Run 1, M1 wires:
The bar under the picture is 50 um long.
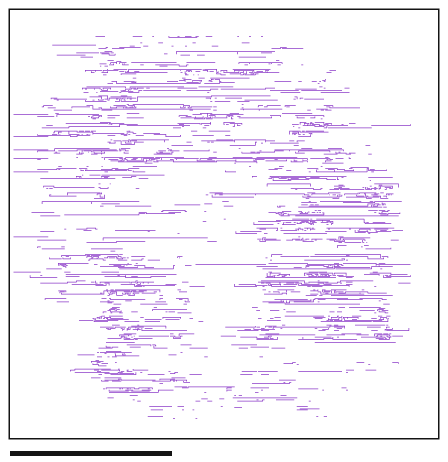
Run 1, the metal 2 layer:
The bar under the picture is 50 um long.
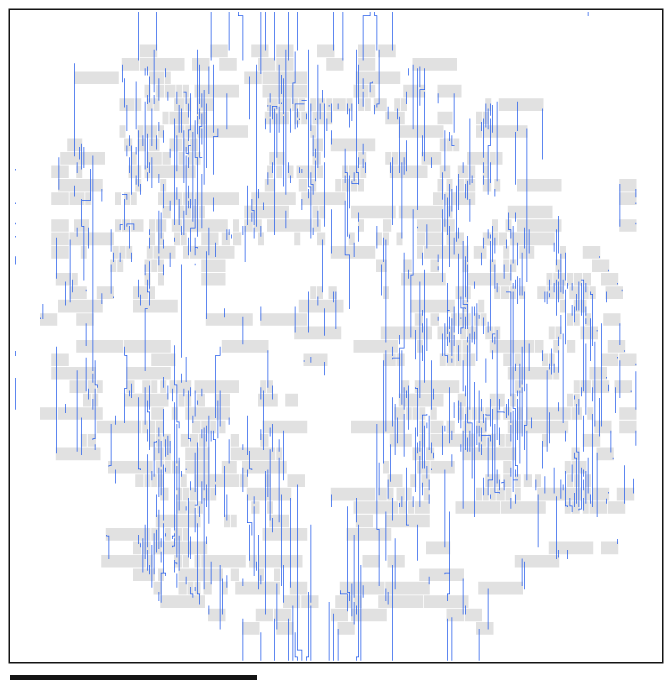
Run 1, the metal 3 layer:
The bar under the picture is 50 um long.
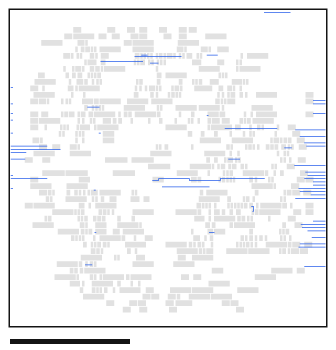
==> src/rtl/vga_sync_rx_if.sv <==
// Signal bundle between the VGA timing link and the sync receiver.
// master drives the raw link, slave is the receiver.
interface vga_sync_rx_if #(
    parameter int HW = 12,
    parameter int VW = 11
);
    // pix_valid_o qualifies x_o/y_o/RGB on every clock; no ready exists, the stream never stalls.
    logic          hsync_i;
    logic          vsync_i;
    logic          red_i;
    logic          green_i;
    logic          blue_i;
    logic          locked_o;
    logic [HW-1:0] h_total_o;
    logic [HW-1:0] h_sync_o;
    logic [VW-1:0] v_total_o;
    logic [HW-1:0] x_o;
    logic [VW-1:0] y_o;
    logic          pix_valid_o;
    logic          red_o;
    logic          green_o;
    logic          blue_o;
    logic          dbg_state;

    modport master (
        output hsync_i, vsync_i, red_i, green_i, blue_i,
        input  locked_o, h_total_o, h_sync_o, v_total_o, x_o, y_o,
        input  pix_valid_o, red_o, green_o, blue_o, dbg_state
    );

    modport slave (
        input  hsync_i, vsync_i, red_i, green_i, blue_i,
        output locked_o, h_total_o, h_sync_o, v_total_o, x_o, y_o,
        output pix_valid_o, red_o, green_o, blue_o, dbg_state
    );
endinterface

==> src/rtl/vga_sync_rx.sv <==
// VGA timing receiver: synchronises hsync/vsync/RGB, measures line and frame
// timing, locks on stable timing and emits x/y coordinates with aligned RGB.
module vga_sync_rx #(
    parameter int HW          = 12,
    parameter int VW          = 11,
    parameter int LOCK_FRAMES = 2
) (
    input  logic         clk_i,
    input  logic         rst_i,
    vga_sync_rx_if.slave bus
);
    localparam int            MW     = (LOCK_FRAMES < 1) ? 1 : $clog2(LOCK_FRAMES + 1);
    localparam logic [MW-1:0] LOCK_M = MW'(LOCK_FRAMES);

    typedef enum logic {
        SEARCH = 1'b0,
        LOCKED = 1'b1
    } state_t;

    state_t state_q, state_d;

    logic [1:0]    hs_sync, vs_sync, r_sync, g_sync, b_sync;
    logic          hs_prev, vs_prev;
    logic          hs_s, vs_s;
    logic          hs_start, hs_end, vs_start, frame_start;

    logic [HW-1:0] x_q, h_total_q, h_sync_q, hw_cnt_q;
    logic [VW-1:0] y_q, v_total_q, v_total_d;
    logic [HW-1:0] x_inc;
    logic [VW-1:0] y_inc;
    logic          x_sat, y_sat, line_len_ok, frame_len_ok;
    logic [2:0]    rgb_q;
    logic          vs_pend_q, line_ok_q, exempt_q;
    logic          armed_q, armed_d, measured_q, measured_d;
    logic [MW-1:0] match_q, match_d, match_inc;
    logic          locked;

    // Idle level of the active-low syncs is 1, so their synchronisers reset high
    // to avoid a false edge right after reset.
    always_ff @(posedge clk_i or posedge rst_i) begin
        if (rst_i) begin
            hs_sync <= 2'b11;
            vs_sync <= 2'b11;
            r_sync  <= 2'b00;
            g_sync  <= 2'b00;
            b_sync  <= 2'b00;
            hs_prev <= 1'b1;
            vs_prev <= 1'b1;
        end else begin
            hs_sync <= {hs_sync[0], bus.hsync_i};
            vs_sync <= {vs_sync[0], bus.vsync_i};
            r_sync  <= {r_sync[0], bus.red_i};
            g_sync  <= {g_sync[0], bus.green_i};
            b_sync  <= {b_sync[0], bus.blue_i};
            hs_prev <= hs_sync[1];
            vs_prev <= vs_sync[1];
        end
    end

    assign hs_s         = hs_sync[1];
    assign vs_s         = vs_sync[1];
    assign hs_start     = hs_prev & ~hs_s;
    assign hs_end       = ~hs_prev & hs_s;
    assign vs_start     = vs_prev & ~vs_s;
    assign frame_start  = hs_start & (vs_pend_q | vs_start);

    assign x_inc        = x_q + HW'(1);
    assign y_inc        = y_q + VW'(1);
    assign x_sat        = (x_q == {HW{1'b1}});
    assign y_sat        = (y_q == {VW{1'b1}});
    assign line_len_ok  = (x_inc == h_total_q);
    assign frame_len_ok = (y_inc == v_total_q);
    assign match_inc    = match_q + MW'(1);

    // Counters and per-line measurements.
    always_ff @(posedge clk_i or posedge rst_i) begin
        if (rst_i) begin
            x_q       <= '0;
            y_q       <= '0;
            h_total_q <= '0;
            h_sync_q  <= '0;
            hw_cnt_q  <= '0;
            rgb_q     <= '0;
            vs_pend_q <= 1'b0;
            line_ok_q <= 1'b0;
            exempt_q  <= 1'b0;
        end else begin
            rgb_q <= {r_sync[1], g_sync[1], b_sync[1]};

            if (hs_start) begin
                x_q       <= '0;
                h_total_q <= x_inc;
            end else if (!x_sat) begin
                x_q <= x_inc;
            end

            if (!hs_s) begin
                if (hw_cnt_q != {HW{1'b1}}) hw_cnt_q <= hw_cnt_q + HW'(1);
            end else begin
                hw_cnt_q <= '0;
            end
            if (hs_end) h_sync_q <= hw_cnt_q;

            if (frame_start)   vs_pend_q <= 1'b0;
            else if (vs_start) vs_pend_q <= 1'b1;

            if (frame_start)                y_q <= '0;
            else if (hs_start && !y_sat)    y_q <= y_inc;

            // The line right after a frame start is exempt: h_total may still
            // hold a stale value after a sync outage.
            if (frame_start) begin
                line_ok_q <= 1'b1;
                exempt_q  <= 1'b1;
            end else if (hs_start) begin
                if (!exempt_q && !line_len_ok) line_ok_q <= 1'b0;
                exempt_q <= 1'b0;
            end
        end
    end

    always_ff @(posedge clk_i or posedge rst_i) begin
        if (rst_i) begin
            state_q    <= SEARCH;
            armed_q    <= 1'b0;
            measured_q <= 1'b0;
            match_q    <= '0;
            v_total_q  <= '0;
        end else begin
            state_q    <= state_d;
            armed_q    <= armed_d;
            measured_q <= measured_d;
            match_q    <= match_d;
            v_total_q  <= v_total_d;
        end
    end

    // First frame start only arms (the frame may be partial), the second
    // takes the reference length, later ones count matching frames.
    always_comb begin
        state_d    = state_q;
        armed_d    = armed_q;
        measured_d = measured_q;
        match_d    = match_q;
        v_total_d  = v_total_q;
        case (state_q)
            SEARCH: begin
                if (frame_start) begin
                    if (!armed_q) begin
                        armed_d = 1'b1;
                    end else if (!measured_q) begin
                        measured_d = 1'b1;
                        v_total_d  = y_inc;
                        match_d    = '0;
                    end else if (line_ok_q && frame_len_ok) begin
                        match_d = match_inc;
                        if (match_inc == LOCK_M) state_d = LOCKED;
                    end else begin
                        match_d   = '0;
                        v_total_d = y_inc;
                    end
                end else if (x_sat && !hs_start) begin
                    armed_d    = 1'b0;
                    measured_d = 1'b0;
                    match_d    = '0;
                end
            end
            LOCKED: begin
                if ((hs_start && !line_len_ok) || (frame_start && !frame_len_ok) ||
                    x_sat || y_sat) begin
                    state_d    = SEARCH;
                    armed_d    = 1'b0;
                    measured_d = 1'b0;
                    match_d    = '0;
                end
            end
            default: state_d = SEARCH;
        endcase
    end

    assign locked          = (state_q == LOCKED);
    assign bus.locked_o    = locked;
    assign bus.pix_valid_o = locked;
    assign bus.dbg_state   = state_q;
    assign bus.h_total_o   = h_total_q;
    assign bus.h_sync_o    = h_sync_q;
    assign bus.v_total_o   = v_total_q;
    assign bus.x_o         = x_q;
    assign bus.y_o         = y_q;
    assign bus.red_o       = rgb_q[2];
    assign bus.green_o     = rgb_q[1];
    assign bus.blue_o      = rgb_q[0];
endmodule

==> src/flat_wrapper.sv <==
// flat-port wrapper written by rule: the top's interface ports become plain ports
module vga_sync_rx_flat 
#(
    parameter int HW          = 12,
    parameter int VW          = 11,
    parameter int LOCK_FRAMES = 2
)
  (clk_i, rst_i, bus_hsync_i, bus_vsync_i, bus_red_i, bus_green_i, bus_blue_i, bus_locked_o, bus_h_total_o, bus_h_sync_o, bus_v_total_o, bus_x_o, bus_y_o, bus_pix_valid_o, bus_red_o, bus_green_o, bus_blue_o, bus_dbg_state);
  vga_sync_rx_if #(.HW(HW), .VW(VW)) bus_i ();
  input  logic clk_i;
  input  logic rst_i;
  input wire logic [$bits(bus_i.hsync_i)-1:0] bus_hsync_i;
  input wire logic [$bits(bus_i.vsync_i)-1:0] bus_vsync_i;
  input wire logic [$bits(bus_i.red_i)-1:0] bus_red_i;
  input wire logic [$bits(bus_i.green_i)-1:0] bus_green_i;
  input wire logic [$bits(bus_i.blue_i)-1:0] bus_blue_i;
  output wire logic [$bits(bus_i.locked_o)-1:0] bus_locked_o;
  output wire logic [$bits(bus_i.h_total_o)-1:0] bus_h_total_o;
  output wire logic [$bits(bus_i.h_sync_o)-1:0] bus_h_sync_o;
  output wire logic [$bits(bus_i.v_total_o)-1:0] bus_v_total_o;
  output wire logic [$bits(bus_i.x_o)-1:0] bus_x_o;
  output wire logic [$bits(bus_i.y_o)-1:0] bus_y_o;
  output wire logic [$bits(bus_i.pix_valid_o)-1:0] bus_pix_valid_o;
  output wire logic [$bits(bus_i.red_o)-1:0] bus_red_o;
  output wire logic [$bits(bus_i.green_o)-1:0] bus_green_o;
  output wire logic [$bits(bus_i.blue_o)-1:0] bus_blue_o;
  output wire logic [$bits(bus_i.dbg_state)-1:0] bus_dbg_state;
  assign bus_i.hsync_i = bus_hsync_i;
  assign bus_i.vsync_i = bus_vsync_i;
  assign bus_i.red_i = bus_red_i;
  assign bus_i.green_i = bus_green_i;
  assign bus_i.blue_i = bus_blue_i;
  assign bus_locked_o = bus_i.locked_o;
  assign bus_h_total_o = bus_i.h_total_o;
  assign bus_h_sync_o = bus_i.h_sync_o;
  assign bus_v_total_o = bus_i.v_total_o;
  assign bus_x_o = bus_i.x_o;
  assign bus_y_o = bus_i.y_o;
  assign bus_pix_valid_o = bus_i.pix_valid_o;
  assign bus_red_o = bus_i.red_o;
  assign bus_green_o = bus_i.green_o;
  assign bus_blue_o = bus_i.blue_o;
  assign bus_dbg_state = bus_i.dbg_state;
  vga_sync_rx #(.HW(HW), .VW(VW), .LOCK_FRAMES(LOCK_FRAMES)) u_core (.clk_i(clk_i), .rst_i(rst_i), .bus(bus_i));
endmodule
==> config.mk <==
export PLATFORM = sky130hd
export DESIGN_NAME = vga_sync_rx_flat
export DESIGN_NICKNAME = d
export VERILOG_FILES = /design/src/rtl/vga_sync_rx_if.sv /design/src/rtl/vga_sync_rx.sv /design/src/flat_wrapper.sv
export SDC_FILE = /design/constraint.sdc
export NUM_CORES = 1
export LEC_CHECK = 0
export ABC_AREA = 1
export CORE_MARGIN = 5
export CORE_UTILIZATION = 30
export CTS_BUF_LIST = sky130_fd_sc_hd__clkbuf_4 sky130_fd_sc_hd__clkbuf_8
export DETAILED_ROUTE_END_ITERATION = 10
export PLACE_DENSITY = 0.49
export SETUP_SLACK_MARGIN = 0.15
export SLEW_MARGIN = 30
export SYNTH_ARGS = -nofsm -noshare
export SYNTH_HDL_FRONTEND = slang
export SYNTH_SLANG_ARGS = --single-unit
==> constraint.sdc <==
create_clock -name clk_i -period 3.5 [get_ports clk_i]
set_input_delay 0.7 -clock clk_i [delete_from_list [all_inputs] [get_ports clk_i]]
set_output_delay 0.7 -clock clk_i [all_outputs]
set_load 0.05 [all_outputs]
==> CHANGELOG.md, run 1 <==
### Implementation results

* Slowest Stage Delay on Critical Path at 0.57 ns
* Reg area at 2330 um2
* ANT nets after route at 0
* Syn_nets at 548
* Detailed Place HPWL at 7730 um
* Leak Pwr at 2.40 nW
* Reg-to-Reg End: u_core.match_q[1]
* Root Buffer: clkbuf_8
* Layout cell share with drive strength beyond 1 at 0.0948
* Final Power at 2.96 mW
* Worst Path Max Fanout at 13
* F_max at 389 MHz
* Final net count at 618
* Final setup skew at 0.00498 ns
* Max cap viols at 0
* RSZ-0062 raised after global routing: false
* Synth Cell Area at 4470 um2
* Worst path top cell family by delay: simple AND/OR/NAND/NOR gates
* Min Tclk post-route at 2.57 ns
* Dominant register cell: dfrtp_1
* Final Setup Violations at 0
* Mux frac, synth at 0.00252
* CP startpoint kind: flop
* Height of the die at 132 um
* Clock Pin Slew Worst Setup and Hold Paths at 0.09 ns
* Most used cell, CP: nand2_1
* Cell count along the critical path at 10
* Die width at 132 um
* FF-to-FF setup slack at 0.93 ns
* Comb. cell area at 1830 um2
* Clk latency late pin at 0.36 ns
* Cycle use final at 0.734
* Chip Area at 17400 um2
* Setup TNS Final at 0 ns
* Syn avg cell area at 8.32 um2
* Xor+xnor area frac at 0.00784
* CTS Buf Count at 9
* Basic Gates by Area at 0.283
* First-pass GRT wire length at 18200 um
* EDFF count, synth at 0
* Remaining Overflow, GRT at 0
* Status: finished, final reports clean
* Post-synth area from yosys stat at 4470 um2
* Vias in the first global route at 3648
* CP max-delay cell: dfrtp_1
* Core Density at Floorplan at 0.306
* Buf+Inv Stages, Crit Path at 0
* DR pass1 iterations at 4
* Core ar. at 14600 um2
* Max H-tree Level at 3
* Tightest slew margin relative to the limit at 0.492
* Worst Setup End Kind: flop
* Log Warnings at 26
* Fin. max-slew vios at 0
* WL final at 10600 um
* Pin count of the biggest net entering global routing at 53
* Syn-to-layout area delta at 24.1%
* Setup bufs post-CTS at 0
* Top non-seq family: simple AND/OR/NAND/NOR gates
* R2r worst-path depth at 10
* Worst-case vdd ir drop at 350 uV
* CP arrival at 2.83 ns
* Hold buffers post-CTS at 0
* Min-Delay Path Class: reg -> reg
* Crit Path Category: reg -> reg
* CP endpoint: u_core.match_q[1]
* CP Cell Sequence: ha_1 > nand2_1 > nor2_1 > nand2_1 > nor4_1 > nand2_1 > nand3b_1 > nand3_2 > nand2_1 > nand2_1
* Post-CTS resize count at 0
* Via/cell ratio at 4.65
* Cell variety after synth at 37
* Worst slew pin tran at 0.762 ns
* CTS Sinks at 93
* Ys cells at 537
* P per Cell Area at 534 nW/um2
Notes on 'M1 wires' above:
The layer carries 5230 um of wire. The longest straight run is 34.0 um. The wires run mostly horizontal.

Notes on 'the metal 2 layer' above:
The wires run mostly vertical. The layer holds 45% of the routed length. The longest straight run is 43.5 um.

Notes on 'the metal 3 layer' above:
The layer holds 4.2% of the routed length. The wires run mostly horizontal. 48 nets have wire on it. The longest straight run is 21.6 um.

==> run 1: area by class of cell <==
cell class	count	area share
Sequential cell	93	0.421
Multi-Input combinational cell	369	0.330
Timing Repair Buffer	72	0.131
Inverter	62	0.0422
Tap cell	184	0.0415
Clock buffer	12	0.0287
Clock inverter	4	0.00542
==> run 1: power by group <==
part           internal, mW  leakage [nW]  total (mW)  switching [mW]
Combinational         0.304          1.08       0.933           0.628
Clock                 0.310        0.0968       0.706           0.396
Sequential             1.18          1.22        1.32           0.137
Total                  1.80          2.40        2.96            1.16
==> run 1: flip-flops by register name, indices dropped and copies added (netlist names), 2 cells and up <==
signal	cells
u_core.bus.x_o	12
u_core.g_sync	2
u_core.bus.y_o	11
u_core.bus.h_total_o	12
u_core.vs_sync	2
u_core.hw_cnt_q	12
u_core.r_sync	2
u_core.rgb_q	3
u_core.bus.v_total_o	11
u_core.bus.h_sync_o	12
u_core.b_sync	2
u_core.hs_sync	2
u_core.match_q	2
==> run 1: synthesized netlist by cell type, drive strengths merged, types with 2 or more instances <==
cell | number | area share
clkbuf | 6 | 0.0050
xor2 | 2 | 0.0039
nand3b | 10 | 0.017
dfrtp | 87 | 0.49
nand2 | 166 | 0.14
o22ai | 8 | 0.011
nor4 | 2 | 0.0028
nor2 | 41 | 0.044
ha | 4 | 0.011
nor3 | 6 | 0.0067
dfstp | 6 | 0.035
o21ai | 59 | 0.074
xnor2 | 2 | 0.0039
nand4 | 7 | 0.013
a21oi | 9 | 0.010
inv | 62 | 0.052
nand3 | 45 | 0.055
buf | 7 | 0.011
or2 | 2 | 0.0028
==> run 1: cells in the final DEF, fill, tap and decap left out, types with 6 or more instances in the layout <==
cell	Yosys	layout
nand2_1	163	163
dfrtp_1	87	87
clkdlybuf4s50_1	0	70
inv_1	60	59
o21ai_0	46	46
nand3_1	41	41
nor2_1	30	30
clkbuf_8	0	11
nand3b_1	10	10
a21oi_1	9	9
o21ai_2	9	9
nor2_2	8	8
o22ai_1	8	8
nand4_1	6	6
nor3_1	6	6
dfstp_2	6	6
==> run 1: how the worst min path moves through the flow <==
stage | slack, ns | cells past startpoint | endpoint | from
floorplan | 0.33 | 0 | u_core.b_sync[1] | u_core.b_sync[0]
global placement | 0.33 | 0 | u_core.rgb_q[0] | u_core.b_sync[1]
detailed placement | 0.33 | 0 | u_core.rgb_q[2] | u_core.r_sync[1]
CTS | 0.36 | 0 | u_core.rgb_q[2] | u_core.r_sync[1]
global route | 0.37 | 0 | u_core.hs_sync[1] | u_core.hs_sync[0]
finish | 0.35 | 0 | u_core.rgb_q[1] | u_core.g_sync[1]
==> run 1: routing by layer <==
metal,vias up,track usage,routed length [um]
li1,1875,-,-
met1,1752,0.172,5230
met2,68,0.193,4730
met4,0,0.0537,172
met3,10,0.0302,441
met5,-,0,0
==> run 1: metrics by stage <==
step           area (um2)  hold WS, ns  setup slack [ns]  utilization  cells
3_5_place_dp         5350        0.335             0.932        0.367    780
5_1_grt              5540        0.365             0.618        0.380    796
6_report             5540        0.354             0.930        0.380    796
3_3_place_gp         5350        0.332             0.980        0.367    780
2_1_floorplan        4470        0.331             0.390            -    537
4_1_cts              5540        0.357             0.925        0.380    796
==> run 1 -> run 2 <==
==> constraint.sdc (replaced) <==
create_clock -name clk_i -period 2.65 [get_ports clk_i]
set_input_delay 0.53 -clock clk_i [delete_from_list [all_inputs] [get_ports clk_i]]
set_output_delay 0.53 -clock clk_i [all_outputs]
set_load 0.05 [all_outputs]
Run 2, congestion heat map:
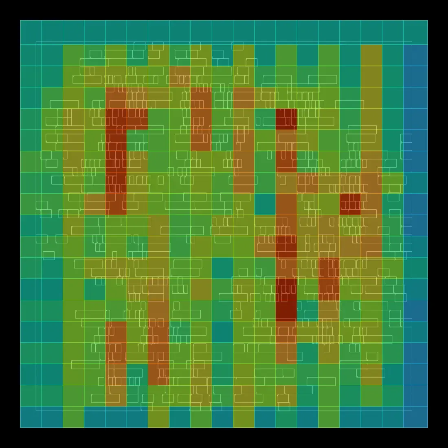
Avg WL per Cell: 13.8 um
routing usage on met3: 0.0279
GRT Overall Usage: 0.131
met1 usage: 0.174

==> run 2 against run 1 <==
Non-clock buffer count rose by 5. Power rose by 39%. Utilization rose by 0.74 points. Final area rose by 1.9%. Die size did not move. Sequential share of layout area fell by 0.78 points. Via count rose by 1.9%. Clock-buffer cell count rose by 1. Sequential power rose by 32%. Cell count rose by 0.63%. Worst setup slack got worse by 0.61 ns. Critical endpoint is now bus_x_o[5].
==> CHANGELOG.md, run 2 <==
### Implementation results

* Syn_nets at 548 (unchanged)
* CP Cell Sequence: clkdlybuf4s50_1
* Detailed Place HPWL at 8010 um (+3.7%)
* CP arrival at 1.80 ns (-1.03 ns)
* DR pass1 iterations at 5 (+1)
* Fin. max-slew vios at 0 (unchanged)
* Height of the die at 132 um (unchanged)
* Ys cells at 537 (unchanged)
* Buf+Inv Stages, Crit Path at 1 (+1)
* Worst-case vdd ir drop at 412 uV (+18%)
* Commonest Layout Cell: nand2_1
* Syn-to-layout area delta at 26.5%
* EDFF count, synth at 0 (unchanged)
* Final setup skew at 0.00993 ns (+0.00495 ns)
* CTS Buf Count at 9 (unchanged)
* Dominant register cell: dfrtp_1
* Tightest slew margin relative to the limit at 0.568 (+0.0761)
* Final net count at 623 (+0.81%)
* Root Buffer: clkbuf_8
* Die width at 132 um (unchanged)
* Final instance area at 5650 um2 (+1.9%)
* Top cells by area: dfrtp_1 49%, nand2_1 14%, o21ai_0 5.2%
* Core ar. at 14600 um2 (unchanged)
* Syn avg cell area at 8.32 um2 (unchanged)
* Log Warnings at 26 (unchanged)
* Setup TNS Final at 0 ns (unchanged)
* Slowest Stage Delay on Critical Path at 0.87 ns (+0.30 ns)
* P per Cell Area at 727 nW/um2 (+36%)
* Cycle use final at 0.881
* Remaining Overflow, GRT at 0 (unchanged)
* Final Setup Violations at 0 (unchanged)
* Most numerous logic cells after layout: 163 x nand2_1, 86 x dfrtp_1, 70 x clkdlybuf4s50_1, 59 x inv_1, 46 x o21ai_0
* Final core occ at 0.387 (+0.00738)
* Cell variety after synth at 37 (unchanged)
* Max H-tree Level at 3 (unchanged)
* F_max at 428 MHz
* Min Tclk post-route at 2.33 ns
* Area leader, netlist: dfrtp_1
* First-pass GRT wire length at 18500 um (+1.7%)
* FF-to-FF setup slack at 0.39 ns (-0.54 ns)
* Worst Path Max Fanout at 10 (-3)
* Clock Pin Slew Worst Setup and Hold Paths at 0.09 ns (about the same)
* Most frequent cells after synthesis: 163 x nand2_1, 87 x dfrtp_1, 60 x inv_1, 46 x o21ai_0, 41 x nand3_1
* RSZ-0062 raised after global routing: false
* Layout cell share with drive strength beyond 1 at 0.104 (+0.00896)
* Status: finished, final reports clean
Run 2, M1 wires:
The bar under the picture is 50 um long.
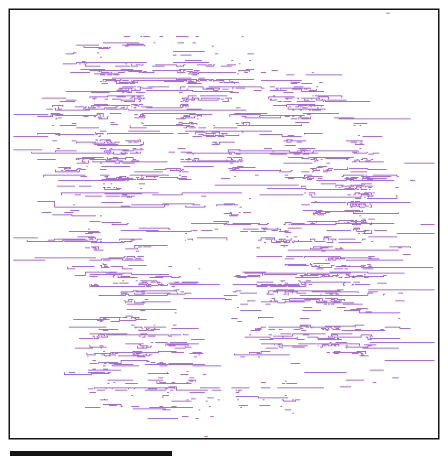
vias post-DR: 3777
WL final: 11000 um

run 2: cell families (layout without fill, tap and decap cells):
family,count (synthesis),count (layout),synth area share
AND/OR/NAND/NOR,279,279,0.283
flip-flops,93,93,0.523
AND-OR/OR-AND,81,81,0.104
buffers and inverters,75,155,0.0686
adder cells (fa/ha/maj),4,4,0.0112
XOR/XNOR,4,4,0.00784
multiplexers,1,1,0.00252
run 2: path summary, 6_finish.rpt:
| path | start | to | depth (start not counted) |
|---|---|---|---|
| worst max-delay path | u_core.bus.x_o[5] | bus_x_o[5] | 1 |
| worst min-delay path | u_core.r_sync[1] | u_core.rgb_q[2] | 0 |
| worst max register to register | u_core.bus.x_o[0] | u_core.match_q[1] | 10 |
| worst min register to register | u_core.r_sync[1] | u_core.rgb_q[2] | 0 |
| max in group asynchronous | rst_i | u_core.vs_sync[0] | 3 |
| min in group asynchronous | rst_i | u_core.bus.v_total_o[10] | 2 |
run 2: timing repair:
| item | CTS | global route |
|---|---|---|
| hold buffers | 0 | 0 |
| gates resized | 0 | 2 |
| endpoints found under the hold margin | 0 | 0 |
| setup endpoints to repair | 0 | 17 |
run 2: layout make-up:
| class | count | area (um2) |
|---|---|---|
| clock buffers | 13 | 166 |
| clock inverters | 3 | 67.6 |
| fillers | 1465 | 8940 |
| inverters | 62 | 236 |
| multi-input cells | 369 | 1840 |
| flip-flops and latches | 93 | 2340 |
| well taps | 184 | 230 |
| repair buffers | 77 | 778 |
run 2: layer usage:
metal  global-route usage  vias up  share of wire
li1                     -     1893              -
met1                0.174     1781           0.48
met2                0.202       86           0.45
met3               0.0279       17          0.050
met4               0.0640        0          0.022
met5                    0        -              0
run 2: power breakdown:
part	internal, mW	switching (mW)	leakage, nW
logic	0.410	0.842	1.11
registers	1.56	0.180	1.22
clock network	0.605	0.510	0.117
total	2.58	1.53	2.45
run 2: per-stage QoR:
step / instances / power [mW] / setup WS (ns) / hold slack, ns
global route: 801 / 4.36 / 0.157 / 0.362
CTS: 801 / 4.18 / 0.230 / 0.351
finish: 801 / 4.11 / 0.315 / 0.353
detailed placement: 785 / 3.03 / 0.251 / 0.335
floorplan: 537 / 2.61 / 0.330 / 0.331
global placement: 785 / 3.02 / 0.325 / 0.333
==> run 2 -> run 3 <==
==> constraint.sdc (replaced) <==
create_clock -name clk_i -period 3 [get_ports clk_i]
set_input_delay 0.6 -clock clk_i [delete_from_list [all_inputs] [get_ports clk_i]]
set_output_delay 0.6 -clock clk_i [all_outputs]
set_load 0.05 [all_outputs]
Run 3, congestion heat map:
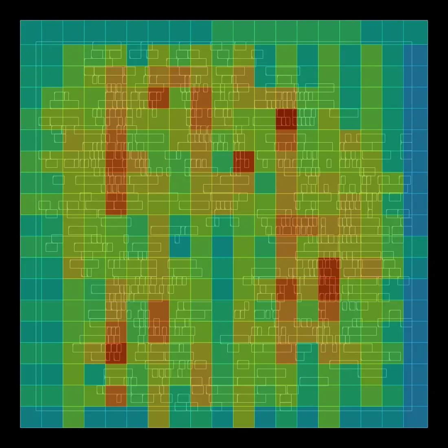
final core occ: 0.384
met1 usage: 0.171

==> run 3 against run 2 <==
Non-clock buffer count decreased by 2. Via count decreased by 1.7%. Utilization fell by 0.29 points. Clock power fell by about 10%. Largest power group unchanged. Clock skew fell by 0.0029 ns. Critical path type unchanged. Wire length is 2.7% lower.
==> CHANGELOG.md, run 3 <==
### Implementation results

* Status: finished, final reports clean
* Buf+Inv Stages, Crit Path at 1 (unchanged)
* CTS Buf Count at 9 (unchanged)
* Core Rows at 44
* Syn avg cell area at 8.32 um2 (unchanged)
* Setup TNS Final at 0 ns (unchanged)
* Vias post-DR at 3711 (-1.7%)
* P per Cell Area at 640 nW/um2 (-12%)
* FF-to-FF setup slack at 0.60 ns (+0.21 ns)
* Final setup skew at 0.00707 ns (-0.00286 ns)
* Top cells by area: dfrtp_1 49%, nand2_1 14%, o21ai_0 5.2%
* Worst path top cell family by delay: buffers and inverters
* Area leader, netlist: dfrtp_1
* Clk network pwr share at 0.267 (-0.004)
* Total number of yosys warnings at 0
* Syn-to-layout area delta at 25.5%
* Cells after Synth at 537
* First-pass GRT wire length at 18300 um (-1.4%)
* Cell variety after synth at 37 (unchanged)
* EDFF count, synth at 0 (unchanged)
* F_max at 412 MHz
* Final Setup Violations at 0 (unchanged)
* Tightest slew margin relative to the limit at 0.576 (+0.00885)
* GRT Overall Usage at 0.127 (-0.00343)
* WL final at 10700 um (-2.7%)
* Setup Slack @ Placement at 0.606 ns (+0.355 ns)
* Detailed Place HPWL at 7880 um (-1.6%)
* Final net count at 621 (-0.32%)
* Fillers at 1483 (+1.2%)
* Avg WL per Cell at 13.4 um (-2.5%)
* Max H-tree Level at 3 (unchanged)
* Fin cells at 799 (-0.25%)
* DR pass1 iterations at 4 (-1)
* Reg power frac at 0.429 (+0.005)
* Slowest Stage Delay on Critical Path at 0.90 ns (+0.03 ns)
* Ys cells at 537 (unchanged)
* Vias in the first global route at 3629
* Height of the die at 132 um (unchanged)
* Hold buffers post-CTS at 0 (unchanged)
* CP Cell Sequence: clkdlybuf4s50_1
* Int Power at 2.26 mW (-12%)
* Via/cell ratio at 4.64
* Cycle use final at 0.809
* Switching Share at 0.370 (-0.00277)
* R2r worst-path depth at 10 (unchanged)
* Cell count along the critical path at 1 (unchanged)
* R2r startpoint: u_core.bus.x_o[0]
* CP arrival at 1.83 ns (+0.03 ns)
* Max cap viols at 0
* Remaining Overflow, GRT at 0 (unchanged)
* Fin. max-slew vios at 0 (unchanged)
* Hold EP: u_core.rgb_q[2]
* CTS max path bufs at 2
* Worst Path Max Fanout at 10 (unchanged)
* Log Warnings at 26 (unchanged)
* Root Buffer: clkbuf_8
* Die width at 132 um (unchanged)
* Placed insts at 783 (-0.25%)
* Worst hold path depth at 0 (unchanged)
* Core ar. at 14600 um2 (unchanged)
* Leak Pwr at 2.44 nW
* Reg-to-Reg End: u_core.match_q[0]
* RSZ-0062 raised after global routing: false
* Fin Hold WS at 0.353 ns (+0.000178 ns)
* Worst Slack Setup Final at 0.574 ns (+0.259 ns)
* Syn_nets at 548 (unchanged)
* Final hold violations at 0
* Worst-case vdd ir drop at 402 uV (-2.4%)
* Post-CTS resize count at 0 (unchanged)
* Min Tclk post-route at 2.43 ns
* Layout cell share with drive strength beyond 1 at 0.0992 (-0.00454)
* Dominant register cell: dfrtp_1
* CP startpoint kind: flop
* Logic pwr share at 0.304 (about the same)
* Most frequent cells after synthesis: 163 x nand2_1, 87 x dfrtp_1, 60 x inv_1, 46 x o21ai_0, 41 x nand3_1
* Hold path startpoint: u_core.r_sync[1]
Run 3, M1 wires:
The bar under the picture is 50 um long.
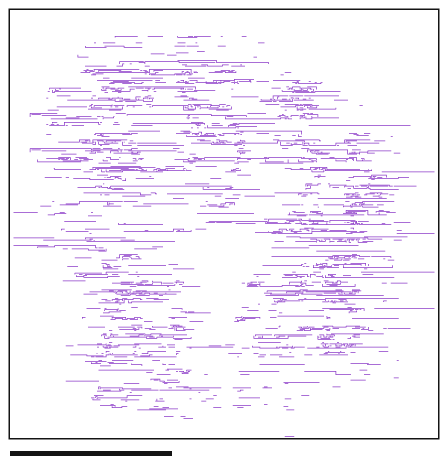
The longest straight run is 37.3 um. The wires run mostly horizontal. The layer carries 5050 um of wire.

## run 3: cell counts after synthesis
Identical to the previous run, type by type.
## run 3: metal layers
layer	global-route usage	vias up	routed length [um]
li1	-	1877	-
met1	0.171	1744	5050
met2	0.196	75	4920
met3	0.0317	15	514
met4	0.0537	0	238
met5	0	-	0
## run 3: logic make-up (layout without fill, tap and decap cells)
logic type | count (synthesis) | count (layout) | synth area share
xor+xnor | 4 | 4 | 0.00784
buf+inv | 75 | 153 | 0.0686
simple gates | 279 | 279 | 0.283
fa+ha+maj | 4 | 4 | 0.0112
mux | 1 | 1 | 0.00252
flops | 93 | 93 | 0.523
compound gates | 81 | 81 | 0.104
## run 3: how the worst max path moves through the flow
stage                      startpoint                      end  slack, ns
floorplan           u_core.bus.y_o[0]  u_core.bus.v_total_o[0]       0.68
global placement    u_core.bus.x_o[0]        u_core.match_q[0]       0.68
detailed placement  u_core.bus.x_o[0]        u_core.match_q[0]       0.61
CTS                 u_core.bus.x_o[0]               bus_x_o[0]       0.55
global route        u_core.bus.x_o[0]        u_core.match_q[0]       0.26
finish              u_core.bus.x_o[0]               bus_x_o[0]       0.57
## run 3: through the flow
stage | instance area, um2 | util
2_1_floorplan | 4470 | -
3_3_place_gp | 5380 | 0.369
3_5_place_dp | 5380 | 0.369
4_1_cts | 5610 | 0.384
5_1_grt | 5610 | 0.384
6_report | 5610 | 0.384
## run 3: cell type report
type                    count  area, um2  area share
flip-flops and latches     93       2330       0.416
multi-input cells         369       1830       0.326
repair buffers             75        751       0.134
inverters                  62        236      0.0422
well taps                 184        230      0.0411
clock buffers              12        159      0.0283
clock inverters             4       70.1      0.0125
## run 3: power groups by stage
stage	clock (mW)	combinational (mW)	sequential [mW]
detailed placement	0	1.11	1.56
global route	1.05	1.20	1.57
finish	0.958	1.09	1.54
global placement	0	1.11	1.56
CTS	0.998	1.11	1.54
floorplan	0	0.441	1.86
Power and IR drop assume default switching activity.
